==> src/rtl/serial_tx_scheduler.sv <==
// -----------------------------------------------------------------------------
// serial_tx_scheduler
//
// Purpose:
//   Two requesters share one 8N1-style serial line. When the line is idle, a
//   round-robin arbiter picks a requester and captures its byte. The byte is
//   then sent as a frame: one start bit (0), eight data bits LSB first, and one
//   stop bit (1). Each bit is held for CLKS_PER_BIT clock cycles.
//
// Parameters:
//   CLKS_PER_BIT - clock cycles per serial bit (2..65535)
//
// Ports:
//   Clock  in   single clock, all state changes on its rising edge
//   Reset  in   synchronous active-high reset
//   Req0   in   transmit request from requester 0 (CPU port)
//   Data0  in   [7:0] byte offered by requester 0
//   Ack0   out  one-cycle capture acknowledge to requester 0
//   Req1   in   transmit request from requester 1 (debug port)
//   Data1  in   [7:0] byte offered by requester 1
//   Ack1   out  one-cycle capture acknowledge to requester 1
//   Dout   out  shared serial line, idles high
//   Busy   out  high while a frame is being sent
//   Grant  out  index of the requester whose byte is being / was last sent
// -----------------------------------------------------------------------------
module serial_tx_scheduler #(
  parameter int CLKS_PER_BIT = 87
) (
  input  logic       Clock,
  input  logic       Reset,
  input  logic       Req0,
  input  logic [7:0] Data0,
  output logic       Ack0,
  input  logic       Req1,
  input  logic [7:0] Data1,
  output logic       Ack1,
  output logic       Dout,
  output logic       Busy,
  output logic       Grant
);

  typedef enum logic [1:0] {
    IDLE  = 2'd0,
    START = 2'd1,
    DATA  = 2'd2,
    STOP  = 2'd3
  } txState_t;

  localparam logic [15:0] LAST_TICK = 16'(CLKS_PER_BIT - 1);

  txState_t    state, stateNext;
  logic [15:0] bitCnt, bitCntNext;
  logic [2:0]  bitIdx, bitIdxNext;
  logic [7:0]  shiftReg, shiftRegNext;
  logic        doutNext;
  logic        busyNext;
  logic        ack0Next, ack1Next;
  logic        grantNext;
  logic        lastServed, lastServedNext;
  logic        bitDone;
  logic        pickOne;

  // The current bit time ends on the last tick of the bit-time counter.
  // Requester 1 wins when it is the only one asking, or when both ask and
  // requester 0 was the one served last.
  always_comb begin
    bitDone = (bitCnt == LAST_TICK);
    pickOne = Req1 && (!Req0 || (lastServed == 1'b0));
  end

  // Next-state and next-output logic. Every register has its next value
  // computed here so that all outputs come straight out of flops. Requests
  // are only looked at in IDLE, and the byte lives in shiftReg from capture
  // onward, so later changes on Data0/Data1 cannot disturb a frame in flight.
  always_comb begin
    stateNext      = state;
    bitCntNext     = bitCnt + 16'd1;
    bitIdxNext     = bitIdx;
    shiftRegNext   = shiftReg;
    doutNext       = Dout;
    busyNext       = Busy;
    ack0Next       = 1'b0;
    ack1Next       = 1'b0;
    grantNext      = Grant;
    lastServedNext = lastServed;

    case (state)
      IDLE: begin
        bitCntNext = 16'd0;
        bitIdxNext = 3'd0;
        doutNext   = 1'b1;
        busyNext   = 1'b0;
        if (Req0 || Req1) begin
          stateNext      = START;
          doutNext       = 1'b0;
          busyNext       = 1'b1;
          grantNext      = pickOne;
          lastServedNext = pickOne;
          shiftRegNext   = pickOne ? Data1 : Data0;
          ack0Next       = !pickOne;
          ack1Next       = pickOne;
        end
      end

      START: begin
        if (bitDone) begin
          stateNext    = DATA;
          bitCntNext   = 16'd0;
          bitIdxNext   = 3'd0;
          doutNext     = shiftReg[0];
          shiftRegNext = {1'b0, shiftReg[7:1]};
        end
      end

      DATA: begin
        if (bitDone) begin
          bitCntNext = 16'd0;
          if (bitIdx == 3'd7) begin
            stateNext = STOP;
            doutNext  = 1'b1;
          end else begin
            bitIdxNext   = bitIdx + 3'd1;
            doutNext     = shiftReg[0];
            shiftRegNext = {1'b0, shiftReg[7:1]};
          end
        end
      end

      STOP: begin
        if (bitDone) begin
          stateNext  = IDLE;
          bitCntNext = 16'd0;
          busyNext   = 1'b0;
          doutNext   = 1'b1;
        end
      end

      default: begin
        stateNext  = IDLE;
        bitCntNext = 16'd0;
        busyNext   = 1'b0;
        doutNext   = 1'b1;
      end
    endcase
  end

  // State and output registers. Reset wins over any request on the same edge
  // and simply drops whatever frame was in progress; the pointer comes up as
  // "requester 1 served last" so requester 0 takes the first tie.
  always_ff @(posedge Clock) begin
    if (Reset) begin
      state      <= IDLE;
      bitCnt     <= 16'd0;
      bitIdx     <= 3'd0;
      shiftReg   <= 8'd0;
      Dout       <= 1'b1;
      Busy       <= 1'b0;
      Ack0       <= 1'b0;
      Ack1       <= 1'b0;
      Grant      <= 1'b0;
      lastServed <= 1'b1;
    end else begin
      state      <= stateNext;
      bitCnt     <= bitCntNext;
      bitIdx     <= bitIdxNext;
      shiftReg   <= shiftRegNext;
      Dout       <= doutNext;
      Busy       <= busyNext;
      Ack0       <= ack0Next;
      Ack1       <= ack1Next;
      Grant      <= grantNext;
      lastServed <= lastServedNext;
    end
  end

endmodule

==> config.mk <==
export PLATFORM = sky130hd
export DESIGN_NAME = serial_tx_scheduler
export DESIGN_NICKNAME = d
export VERILOG_FILES = /design/src/rtl/serial_tx_scheduler.sv
export SDC_FILE = /design/constraint.sdc
export NUM_CORES = 1
export LEC_CHECK = 0
export ABC_AREA = 1
export CORE_MARGIN = 5
export CORE_UTILIZATION = 55
export CTS_CLUSTER_SIZE = 10
export DETAILED_ROUTE_END_ITERATION = 6
export PLACE_DENSITY_LB_ADDON = 0.25
export SLEW_MARGIN = 10
export SYNTH_ARGS = -nofsm -noshare
export SYNTH_HDL_FRONTEND = slang
export SYNTH_SLANG_ARGS = --single-unit
==> constraint.sdc <==
create_clock -name Clock -period 1.8 [get_ports Clock]
set_input_delay 0.54 -clock Clock [delete_from_list [all_inputs] [get_ports Clock]]
set_output_delay 0.54 -clock Clock [all_outputs]
set_load 0.01 [all_outputs]
==> flow_summary.toml <==
# implementation run metrics
[worst_setup_path]
r2r_end = "bitIdx[0]"
crit_path_start = "Busy"
cp_cell_sequence = "clkdlybuf4s50_1"
critPathCaptureType = "output pin"
arrival_ns = 1.18
cp-endpoint = "Busy"
r2r_slack_ns = 0.17
cp_max_fo = 2
reg2reg_from = "state[0]"
cp.depth = 1
cp_slowest_cell = "clkdlybuf4s50_1"
critPathBufInv = 1
reg2reg_depth = 8
path_class = "reg2out"

[clocking]
cts.sinks = 35
holdBufCountCts = 0
htree_num_levels = 2
postCtsResizedCells = 0
cts_setup_buffers = 0
cts_root_buffer = "clkbuf_8"
clock_latency_ns = 0.28

[yosys]
ys.flop_type = "dfxtp_1"
logic_family = "simple AND/OR/NAND/NOR gates"
syn_area_per_cell_um2 = 6.74
synth_cells = 299
yosys.area_share.xor_xnor_pct = 2.61
synth_flops = 35
yosysUniqueCellTypes = 30
ys_cells = 299

[min_path]
hp-class = "reg2reg"
whs_endpoint = "bitCnt[0]"
holdCritStartpoint = "bitCnt[0]"

[grt]
antenna_found_initial = 0
gr-max-usage-layer = "met2"
grt_max_degree = 17
grt.total_usage_pct = 18.4
grt_util_met2_pct = 32.3
grt_pass1_vias = 1806
globalRouteMet3Util_pct = 4.32

[layout]
fillers = 315
dominant_cells = "logic gates"
flop-count = 35
seq_area_um2 = 701
sh_comb_area_pct = 45.2
stdcell_count = 384
num_antenna_cells = 0
fin_nets = 363
regMostFlops = "bitCnt"
inv_count = 45
comb_cells = 213
final_cell_mix = "nand2_1 (73), inv_1 (41), nor2_1 (41)"
clockBufferCount = 8
lay_top_count = "nand2_1"
layout-drive-gt1-share_pct = 10.4
buffers = 35

[timing]
hold_viol_final = 0
fin_skew_ns = 0.00383
worst_slew_pin_slew_ns = 0.344
clock.fmax_mhz = 582
max_slew_margin_pct = 77.1
setup_tns_ns = 0
fin_crit_sh_pct = 95.5
setup_viol = 0
timing.final.crit_period_ns = 1.72
maxSlewViolCount = 0
setup_ws_ns = 0.0808

[run_status]
outcome = "finished clean"

[power_and_ir_drop]
p_comb_share_pct = 48.9
powerClk_uw = 619
power_mw = 3.25
vdd_drop_max_v = 0.00101
switching_share_pct = 40.7
top_power_group = "combinational cells"
p_comb_mw = 1.59
powerSeq_mw = 1.04

[drt]
ant_nets = 0
wl_met2_um = 2170
totalWireLength_um = 4360
num_vias = 1930
wl_met3_um = 193
dr.max_layer_used = "met4"

[placement]
place_hpwl_um = 3310
dp_cells = 376
place_ws_ns = -0.0566
### Placement by cell class

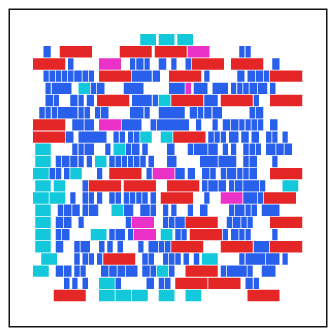
[other buffers and delay cells] cyan | cells: 35 | share of their area: 13%
[flip-flops] red | cells: 35 | share of their area: 29%
[clock drivers and dummy loads] magenta | cells: 8 | share of their area: 4.2%
[all other logic] blue | cells: 258 | share of their area: 53%
Core ar.: 3610 um^2
final cell area excluding filler cells: 2470 um^2
Util after Layout: 68.5%
row count: 22

### Congestion heat map

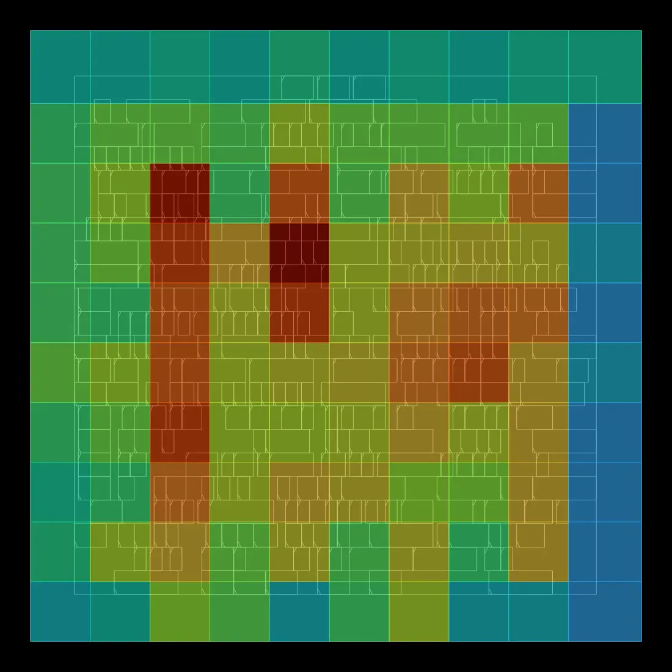
met1 GRT Util: 20.8%
WL/cell: 11.4 um

### Ports around the boundary

Pins as bars across the die edge, other pins in grey.
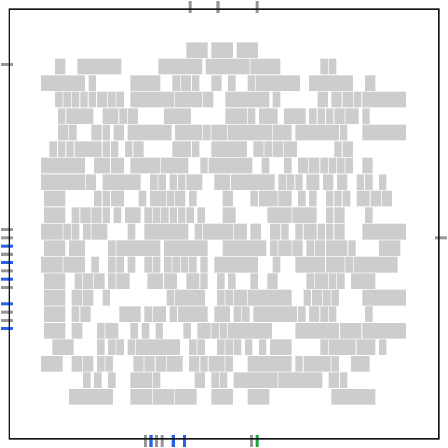
[Ack1] green | pins: 1 | direction: output | edge: bottom
[Data0] blue | pins: 8 | direction: input | edge: 5 left, 3 bottom
Die H: 70.5 um
number of buffers added on ports: 24
Die X: 70.5 um

